gate_families.png
Scale: 2 px per um.
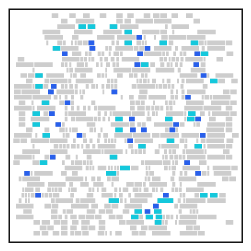
final_congestion.png
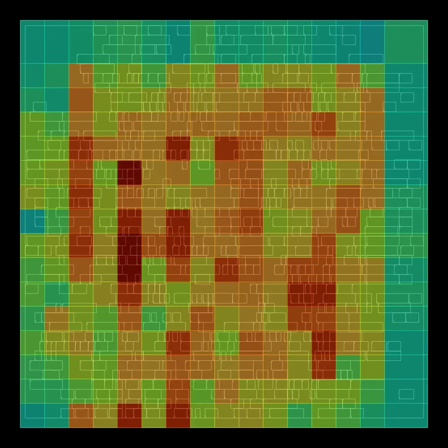
zoom.png
Region (74, 74) to (99, 99) um. Cells in grey, sequential cells in the stronger grey; small squares are vias.
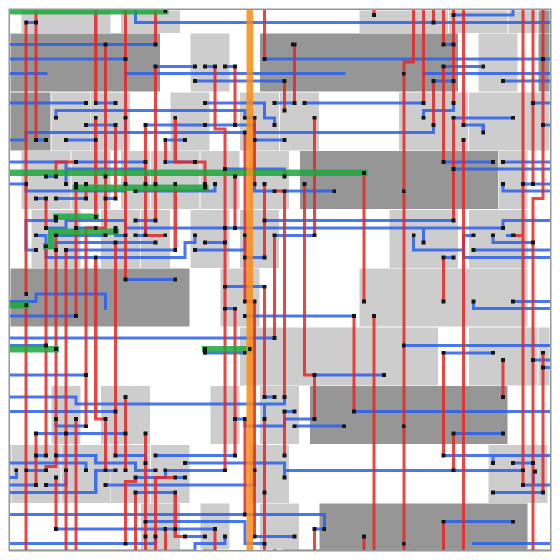
registers.png
Scale: 4 px per um.
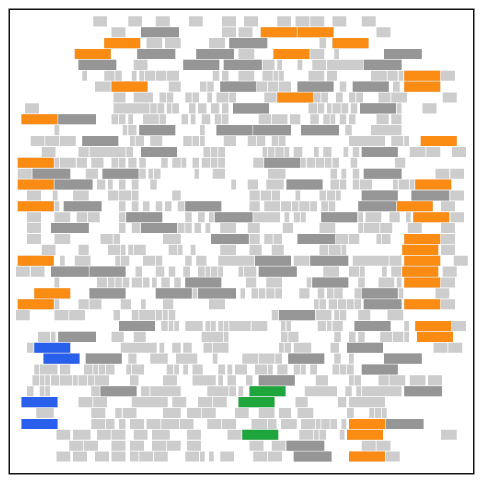
met1.png
Scale: 2 px per um.
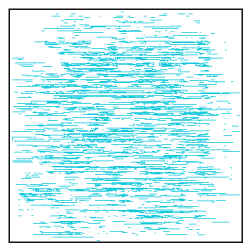
**src/rtl/vermi_timer_pkg.sv**
```systemverilog
// Shared definitions for the Vermibus timer.
//   reg_idx_t     register index decoded from address[4:2]
//   CTRL_*        bit positions inside the CTRL register
//   resp_state_t  response FSM encoding (ST_IDLE, ST_WAIT, ST_RESPOND)
//   LIMIT_RESET   value of LIMIT after reset
//   apply_strobe  byte-lane merge of a bus write into an existing value
package vermi_timer_pkg;

  typedef enum logic [2:0] {
    REG_CTRL   = 3'd0,
    REG_COUNT  = 3'd1,
    REG_LIMIT  = 3'd2,
    REG_STATUS = 3'd3,
    REG_PRESC  = 3'd4
  } reg_idx_t;

  localparam int CTRL_ENABLE      = 0;
  localparam int CTRL_IRQ_EN      = 1;
  localparam int CTRL_AUTO_RELOAD = 2;

  typedef logic [1:0] resp_state_t;
  localparam resp_state_t ST_IDLE    = 2'd0;
  localparam resp_state_t ST_WAIT    = 2'd1;
  localparam resp_state_t ST_RESPOND = 2'd2;

  localparam logic [31:0] LIMIT_RESET = 32'hFFFF_FFFF;

  // Keep each byte of old_val unless its strobe bit selects new_val.
  function automatic logic [31:0] apply_strobe(input logic [31:0] old_val,
                                               input logic [31:0] new_val,
                                               input logic [3:0]  strobe);
    logic [31:0] res;
    for (int b = 0; b < 4; b++) begin
      res[8*b +: 8] = strobe[b] ? new_val[8*b +: 8] : old_val[8*b +: 8];
    end
    return res;
  endfunction

endpackage

```
**src/rtl/vermi_timer_if.sv**
```systemverilog
// Vermibus request/response bundle between a core (master) and a responder
// (slave).
//   valid    master -> slave  request present
//   address  master -> slave  byte address
//   wstrobe  master -> slave  byte write enables, 4'b0000 means read
//   wdata    master -> slave  write data
//   rdata    slave -> master  read data, zero whenever ready is low
//   ready    slave -> master  single-cycle response pulse
//
// Handshake: the master raises valid with address/wstrobe/wdata and holds all
// of them stable until it observes ready high. ready is a one-cycle pulse; the
// write (if any) takes effect on the clock edge that ends the ready cycle, and
// rdata is valid only during that cycle. The master drops valid (or presents
// the next request) after that edge. Responses are ORed at the interconnect,
// so a non-selected responder keeps ready and rdata at zero.
interface vermi_timer_if;
  logic        valid;
  logic [31:0] address;
  logic [3:0]  wstrobe;
  logic [31:0] wdata;
  logic [31:0] rdata;
  logic        ready;

  modport master (
    output valid, address, wstrobe, wdata,
    input  rdata, ready
  );

  modport slave (
    input  valid, address, wstrobe, wdata,
    output rdata, ready
  );
endinterface

```
**src/rtl/vermi_timer_counter.sv**
```systemverilog
// Counting core of the timer: optional prescaler, COUNT, compare against
// LIMIT, auto-reload and the event flag.
// Optional feature macro: VERMI_TIMER_PRESCALER_EN adds the PRESC register and
// a 16-bit prescale counter; without it a tick occurs every enabled cycle.
// Ports:
//   clk, reset        clock, asynchronous active-low reset
//   enable            CTRL.enable
//   auto_reload       CTRL.auto_reload
//   limit             compare value
//   count_we          bus write to COUNT this cycle (beats the tick)
//   count_wdata       byte-merged value to load into COUNT
//   status_clr        bus write of 1 to STATUS[0]
//   ctrl_we           bus write to CTRL (prescaler build only)
//   presc_we          bus write to PRESC (prescaler build only)
//   presc_wdata       byte-merged PRESC value (prescaler build only)
//   presc             current PRESC value (prescaler build only)
//   count             current COUNT value
//   flag              event flag
//   hw_disable        pulse asking the top to clear CTRL.enable
module vermi_timer_counter
  import vermi_timer_pkg::*;
(
  input  logic        clk,
  input  logic        reset,
  input  logic        enable,
  input  logic        auto_reload,
  input  logic [31:0] limit,
  input  logic        count_we,
  input  logic [31:0] count_wdata,
  input  logic        status_clr,
`ifdef VERMI_TIMER_PRESCALER_EN
  input  logic        ctrl_we,
  input  logic        presc_we,
  input  logic [15:0] presc_wdata,
  output logic [15:0] presc,
`endif
  output logic [31:0] count,
  output logic        flag,
  output logic        hw_disable
);

  logic        tick;
  logic        step;
  logic        at_limit;
  logic [31:0] count_q;
  logic        flag_q;

`ifdef VERMI_TIMER_PRESCALER_EN
  logic [15:0] presc_q;
  logic [15:0] pcnt_q;

  assign tick  = enable && (pcnt_q == presc_q);
  assign presc = presc_q;

  // The prescale counter restarts whenever software touches CTRL or PRESC so
  // the first tick after (re)configuration is a full period away.
  always_ff @(posedge clk or negedge reset) begin
    if (!reset) begin
      presc_q <= '0;
      pcnt_q  <= '0;
    end else begin
      if (presc_we) begin
        presc_q <= presc_wdata;
      end
      if (presc_we || ctrl_we) begin
        pcnt_q <= '0;
      end else if (enable) begin
        pcnt_q <= tick ? 16'd0 : pcnt_q + 16'd1;
      end
    end
  end
`else
  assign tick = enable;
`endif

  // A bus write to COUNT swallows the tick of the same cycle entirely.
  assign step       = tick && !count_we;
  assign at_limit   = (count_q == limit);
  assign hw_disable = step && at_limit && !auto_reload;

  always_ff @(posedge clk or negedge reset) begin
    if (!reset) begin
      count_q <= '0;
    end else if (count_we) begin
      count_q <= count_wdata;
    end else if (step) begin
      if (at_limit) begin
        // Without auto-reload COUNT parks on LIMIT and enable is dropped.
        if (auto_reload) begin
          count_q <= '0;
        end
      end else begin
        count_q <= count_q + 32'd1;
      end
    end
  end

  // A compare hit in the same cycle as a software clear keeps the flag set.
  always_ff @(posedge clk or negedge reset) begin
    if (!reset) begin
      flag_q <= 1'b0;
    end else if (step && at_limit) begin
      flag_q <= 1'b1;
    end else if (status_clr) begin
      flag_q <= 1'b0;
    end
  end

  assign count = count_q;
  assign flag  = flag_q;

endmodule

```
**src/rtl/vermi_timer.sv**
```systemverilog
// Memory-mapped timer responding on the Vermibus.
// Optional feature macro: VERMI_TIMER_PRESCALER_EN (PRESC register at 0x10).
// Parameters:
//   BASE_ADDRESS  base of the 32-byte register window, 32-byte aligned
//   WAIT_STATES   extra cycles between request accept and ready (0..15)
// Ports:
//   clk        clock, rising edge
//   reset      asynchronous active-low reset
//   bus        Vermibus slave modport (valid/address/wstrobe/wdata/rdata/ready)
//   irq        level interrupt, flag & CTRL.irq_en
//   dbg_state  current response FSM state
// Register map (address[4:2]): 0 CTRL, 1 COUNT, 2 LIMIT, 3 STATUS, 4 PRESC,
// others read 0 and ignore writes.
module vermi_timer
  import vermi_timer_pkg::*;
#(
  parameter logic [31:0] BASE_ADDRESS = 32'h8000_0000,
  parameter int unsigned WAIT_STATES  = 1
) (
  input  logic         clk,
  input  logic         reset,
  vermi_timer_if.slave bus,
  output logic         irq,
  output resp_state_t  dbg_state
);

  resp_state_t state_q, state_d;
  logic [3:0]  wait_q, wait_d;
  logic [31:0] rdata_q;
  logic [31:0] read_val;

  logic        hit;
  logic [2:0]  reg_sel;
  logic        wr_en;
  logic        ctrl_we;
  logic        count_we;
  logic        limit_we;
  logic        status_clr;

  logic [2:0]  ctrl_q;
  logic [31:0] limit_q;
  logic [31:0] count;
  logic        flag;
  logic        hw_disable;

  logic        unused_addr_bits;
  assign unused_addr_bits = ^bus.address[1:0];

  assign hit     = (bus.address[31:5] == BASE_ADDRESS[31:5]);
  assign reg_sel = bus.address[4:2];

  // The initiator holds the request through the ready cycle, so the write
  // is taken from the live bus on the edge that ends RESPOND.
  assign wr_en      = (state_q == ST_RESPOND) && hit && (bus.wstrobe != 4'b0000);
  assign ctrl_we    = wr_en && (reg_sel == REG_CTRL) && bus.wstrobe[0];
  assign count_we   = wr_en && (reg_sel == REG_COUNT);
  assign limit_we   = wr_en && (reg_sel == REG_LIMIT);
  assign status_clr = wr_en && (reg_sel == REG_STATUS) && bus.wstrobe[0] && bus.wdata[0];

`ifdef VERMI_TIMER_PRESCALER_EN
  logic        presc_we;
  logic [15:0] presc;
  logic [15:0] presc_wdata;

  assign presc_we    = wr_en && (reg_sel == REG_PRESC) && (bus.wstrobe[1:0] != 2'b00);
  assign presc_wdata = {bus.wstrobe[1] ? bus.wdata[15:8] : presc[15:8],
                        bus.wstrobe[0] ? bus.wdata[7:0]  : presc[7:0]};
`endif

  vermi_timer_counter u_counter (
    .clk         (clk),
    .reset       (reset),
    .enable      (ctrl_q[CTRL_ENABLE]),
    .auto_reload (ctrl_q[CTRL_AUTO_RELOAD]),
    .limit       (limit_q),
    .count_we    (count_we),
    .count_wdata (apply_strobe(count, bus.wdata, bus.wstrobe)),
    .status_clr  (status_clr),
`ifdef VERMI_TIMER_PRESCALER_EN
    .ctrl_we     (ctrl_we),
    .presc_we    (presc_we),
    .presc_wdata (presc_wdata),
    .presc       (presc),
`endif
    .count       (count),
    .flag        (flag),
    .hw_disable  (hw_disable)
  );

  // Response FSM: accept, count down the wait states, then one ready cycle.
  always_comb begin
    state_d = state_q;
    wait_d  = wait_q;
    case (state_q)
      ST_IDLE: begin
        if (bus.valid && hit) begin
          if (WAIT_STATES == 0) begin
            state_d = ST_RESPOND;
          end else begin
            state_d = ST_WAIT;
            wait_d  = WAIT_STATES[3:0];
          end
        end
      end
      ST_WAIT: begin
        wait_d = wait_q - 4'd1;
        if (wait_q == 4'd1) begin
          state_d = ST_RESPOND;
        end
      end
      ST_RESPOND: state_d = ST_IDLE;
      default:    state_d = ST_IDLE;
    endcase
  end

  always_comb begin
    read_val = '0;
    case (reg_sel)
      REG_CTRL:   read_val = {29'b0, ctrl_q};
      REG_COUNT:  read_val = count;
      REG_LIMIT:  read_val = limit_q;
      REG_STATUS: read_val = {31'b0, flag};
`ifdef VERMI_TIMER_PRESCALER_EN
      REG_PRESC:  read_val = {16'b0, presc};
`endif
      default:    read_val = '0;
    endcase
  end

  // rdata is captured on entry to RESPOND and is zero in every other state,
  // which keeps the ORed response bus clean.
  always_ff @(posedge clk or negedge reset) begin
    if (!reset) begin
      state_q <= ST_IDLE;
      wait_q  <= '0;
      rdata_q <= '0;
    end else begin
      state_q <= state_d;
      wait_q  <= wait_d;
      rdata_q <= (state_d == ST_RESPOND) ? read_val : 32'd0;
    end
  end

  // A software CTRL write overrides the hardware enable clear of the same cycle.
  always_ff @(posedge clk or negedge reset) begin
    if (!reset) begin
      ctrl_q  <= '0;
      limit_q <= LIMIT_RESET;
    end else begin
      if (ctrl_we) begin
        ctrl_q <= bus.wdata[2:0];
      end else if (hw_disable) begin
        ctrl_q[CTRL_ENABLE] <= 1'b0;
      end
      if (limit_we) begin
        limit_q <= apply_strobe(limit_q, bus.wdata, bus.wstrobe);
      end
    end
  end

  assign bus.ready = (state_q == ST_RESPOND);
  assign bus.rdata = rdata_q;
  assign irq       = flag & ctrl_q[CTRL_IRQ_EN];
  assign dbg_state = state_q;

endmodule

```
**src/flat_wrapper.sv**
```systemverilog
// flat-port wrapper written by rule: the top's interface ports become plain ports
module vermi_timer_flat import vermi_timer_pkg::*;
#(
  parameter logic [31:0] BASE_ADDRESS = 32'h8000_0000,
  parameter int unsigned WAIT_STATES  = 1
)
  (clk, reset, irq, dbg_state, bus_valid, bus_address, bus_wstrobe, bus_wdata, bus_rdata, bus_ready);
  vermi_timer_if bus_i ();
  input  logic clk;
  input  logic reset;
  output logic irq;
  output resp_state_t dbg_state;
  input wire logic [$bits(bus_i.valid)-1:0] bus_valid;
  input wire logic [$bits(bus_i.address)-1:0] bus_address;
  input wire logic [$bits(bus_i.wstrobe)-1:0] bus_wstrobe;
  input wire logic [$bits(bus_i.wdata)-1:0] bus_wdata;
  output wire logic [$bits(bus_i.rdata)-1:0] bus_rdata;
  output wire logic [$bits(bus_i.ready)-1:0] bus_ready;
  assign bus_i.valid = bus_valid;
  assign bus_i.address = bus_address;
  assign bus_i.wstrobe = bus_wstrobe;
  assign bus_i.wdata = bus_wdata;
  assign bus_rdata = bus_i.rdata;
  assign bus_ready = bus_i.ready;
  vermi_timer #(.BASE_ADDRESS(BASE_ADDRESS), .WAIT_STATES(WAIT_STATES)) u_core (.clk(clk), .reset(reset), .bus(bus_i), .irq(irq), .dbg_state(dbg_state));
endmodule
```
**config.mk**
```make
export PLATFORM = sky130hd
export DESIGN_NAME = vermi_timer_flat
export DESIGN_NICKNAME = d
export VERILOG_FILES = /design/src/rtl/vermi_timer_pkg.sv /design/src/rtl/vermi_timer_if.sv /design/src/rtl/vermi_timer_counter.sv /design/src/rtl/vermi_timer.sv /design/src/flat_wrapper.sv
export SDC_FILE = /design/constraint.sdc
export NUM_CORES = 1
export LEC_CHECK = 0
export CELL_PAD_IN_SITES_DETAIL_PLACEMENT = 0
export CELL_PAD_IN_SITES_GLOBAL_PLACEMENT = 1
export CORE_UTILIZATION = 44
export DETAILED_ROUTE_END_ITERATION = 7
export GPL_TIMING_DRIVEN = 0
export PLACE_DENSITY_LB_ADDON = 0.3
export SETUP_SLACK_MARGIN = 0.05
export SKIP_CTS_REPAIR_TIMING = 1
export SLEW_MARGIN = 20
export SYNTH_ARGS = -nofsm -noshare
export SYNTH_HDL_FRONTEND = slang
export SYNTH_SLANG_ARGS = --single-unit
```
**constraint.sdc**
```tcl
create_clock -name clk -period 5.85 [get_ports clk]
set_clock_uncertainty 0.15 [all_clocks]
set_input_delay 0.8775 -clock clk [delete_from_list [all_inputs] [get_ports clk]]
set_output_delay 0.8775 -clock clk [all_outputs]
set_load 0.005 [all_outputs]
```
==> Implementation_results.wiki <==
== Run summary ==
{| class="wikitable"
! Metric !! Value
|-
| Post-synthesis async set-or-reset flop share || 100%
|-
| Total count of max-transition violations in the final report || 0
|-
| Pre-CTS worst setup slack || 2.01 ns
|-
| Max Clk Rate || 289 MHz
|-
| Area Overhead vs Synth || 27.0%
|-
| Synth Instances || 568
|-
| Sum of overflow across all layers after global routing || 0
|-
| Average size of a mapped cell || 10.0 um^2
|-
| Worst hold slack after final layout || 0.332 ns
|-
| Max-cap violations || 0
|-
| Clock tree from TritonCTS || done
|-
| Final Hold Violation Tally || 0
|-
| Antenna-violating nets left || 0
|-
| Post-synth top flop || dfrtp_1
|-
| Placement-stage cell area || 6960 um^2
|-
| Detailed-router iteration count before antenna repair || 6
|-
| Final worst setup slack || 2.39 ns
|-
| Residual DRC || 0
|-
| Tally of buffers added on design ports || 102
|-
| Share of synthesized area occupied by flip-flops and latches || 47.3%
|-
| Maximum count of clock buffers along a single path || 2
|-
| Mean number of vias per cell || 5.60
|-
| Top-area cell type share of the netlist area || 32.5%
|-
| Core utilization at floorplan || 45.1%
|-
| Kind of start point of the critical path || input pin
|-
| Top Family by Delay on Critical Path || simple AND/OR/NAND/NOR gates
|-
| Data required time at the worst endpoint || 5.94 ns
|-
| RSZ-0062 raised after global routing || false
|-
| Leakage power || 2.93 nW
|-
| Worst vdd rail ir drop || 0.105 mV
|-
| Die H || 116 um
|-
| Main area contributors after synthesis || dfrtp_1, dfstp_2, mux2_2
|-
| Floorplan row count || 41
|-
| Number of levels the H-tree was split into || 3
|-
| Largest net degree at the start of global routing || 59
|-
| Post-route cell area || 7230 um^2
|-
| Vias in the first global route || 4682
|-
| Hold Path Class || in -> async
|-
| Clock edge transition at the registers on the reported setup and hold paths || 0.07 ns
|-
| Total Neg Setup Slack || 0 ns
|-
| Register bit total from synthesis || 106
|-
| Io pins || 107
|-
| CORE AREA || 12600 um^2
|-
| Fraction of the cycle the final worst path needs || 59.2%
|-
| Summed instance area of the synthesized netlist || 5690 um^2
|-
| Weighted congestion at the end of routability-driven global placement || 0.875
|-
| Number of buffers created by CTS || 9
|-
| Number of flops mapped to enable cells by yosys || 0
|-
| Power per standard cell area || 193 nW/um^2
|-
| Leading cell type by number of instances after synthesis || dfrtp_1
|-
| Area reported by Yosys stat || 5690 um^2
|-
| Global-route usage over all layers || 25.6%
|-
| Global-route wire length before repair || 25.6 mm
|-
| Run status || completed
|-
| Number of setup violations in the final report || 0
|-
| Clock sink count || 106
|-
| Antenna cells || 0
|-
| Number of antenna violations at the first check in global routing || 0
|-
| Critical setup path kind || in -> reg
|-
| Critical Path End Type || flop
|-
| Cell variety after synth || 48
|-
| Leading cell types in the layout, fill and taps excluded || clkdlybuf4s50_1, dfrtp_1, nor2_1
|-
| Source-to-sink clock delay at the later pin of the worst-skew pair || 0.36 ns
|-
| Die X || 116 um
|-
| Ordered list of cells on the worst path || clkdlybuf4s50_1 -> nor4_2 -> nand4_2 -> nor4_4 -> o21bai_4 -> buf_4 -> nor4_1 -> a21oi_1 -> o21ai_2
|-
| CTS root buffer || clkbuf_16
|-
| Biggest cell delay along the critical path || 0.80 ns
|-
| Share of final-layout standard cells stronger than drive strength 1 || 18.0%
|-
| Final Critical Period || 3.46 ns
|-
| Number of buffer and inverter instances along the worst setup path || 2
|-
| DRC marker count from the first detailed-route iteration || 414
|-
| OpenROAD warning count || 29
|-
| Detailed Place HPWL || 11.7 mm
|-
| Yosys synthesis warning count || 0
|}
## Picture notes: gate_families.png
[XOR/XNOR gates] blue | cells: 34 | most used: xor2_1
[multiplexers] cyan | cells: 39 | most used: mux2_2 | where: spread over the die
most common cell after layout, fill and taps aside: clkdlybuf4s50_1
fraction of area in multi-input gates: 38.4%
Finished Layout Cells: 859

## Picture notes: final_congestion.png
final core utilization: 57.3%
detailed-route wire length per cell: 18.8 um
met3 track utilization from global routing: 3.66%
fraction of met1 tracks used by global routing: 35.5%
busiest layer in global routing: met2

## Picture notes: zoom.png
[met4] orange
[met2] red
[met3] green
[met1] blue
netlist names of flops here include: `u_core.u_counter.count` (4), `u_core.limit_q` (2)
most frequent: o21ai_1 (8), nor3_1 (5), a21oi_1 (5)
sequential cells in the window: 6
cells with their middle in the window: 46

## Picture notes: registers.png
[`u_core.bus.rdata`] orange | flops: 32 | where: spread over the die
[`u_core.ctrl_q`] green | flops: 3
[`u_core.wait_q`] blue | flops: 4 | where: bottom left
not coloured: 67
sequential cell area share: 37.3%
sequential cell area: 2690 um^2
sequential-cell power consumption: 0.734 mW

## Picture notes: met1.png
longest straight run: 51.1 um
nets with wire on the layer: 683
wire length on this layer: 7360 um
main direction: horizontal
share of all routed wire: 46%
Via Count: 4808
Routed WL: 16.1 mm

-- path summary, 6_finish.rpt --
kind	start	endpoint	slack [ns]	depth (start not counted)
hold reg to reg	u_core.limit_q[0]	u_core.limit_q[0]	0.36	2
hold / removal	reset	u_core.bus.rdata[0]	0.33	1
max in group asynchronous	reset	u_core.limit_q[12]	4.53	2
setup reg to reg	u_core.limit_q[1]	u_core.u_counter.count[13]	2.90	8
min in group clk	u_core.limit_q[0]	u_core.limit_q[0]	0.36	2
setup / recovery	bus_address[7]	u_core.u_counter.count[13]	2.39	9
-- through the flow --
step,cells,utilization (%),total power [mW]
after CTS,859,57.3,1.41
after global placement,842,54.9,0.828
after detailed placement,843,55.1,0.832
after floorplan,568,-,0.758
final,859,57.3,1.40
after global routing,859,57.3,1.43
-- per-layer routing --
layer / track usage (%) / part of all wire, %
met1: 35.5 / 46
met2: 40.1 / 47
met3: 3.66 / 5.5
met4: 11.3 / 2.3
met5: 0 / 0
-- cells by family after synthesis --
kind of cell             synth area share (%)
AND/OR/NAND/NOR                          19.6
AND-OR/OR-AND                            15.1
flip-flops                               47.3
buffers and inverters                    3.94
multiplexers                             8.07
XOR/XNOR                                 5.23
adder cells (fa/ha/maj)                 0.660
-- final cells by class --
cell class                 count  share of cell area [%]
multi-input combinational    422                    38.4
tap                          172                    2.98
clock buffer                  12                    3.41
clock inverter                 4                   0.364
sequential                   106                    37.3
timing repair buffer         103                    14.5
inverter                       5                   0.260
buffer                        35                    2.84
-- power breakdown --
part / internal, mW / leakage, nW / switching (mW)
Sequential: 0.734 / 1.35 / 0.000000142
Clock: 0.301 / 0.133 / 0.278
Combinational: 0.0455 / 1.45 / 0.0389
Power and IR drop assume default switching activity.
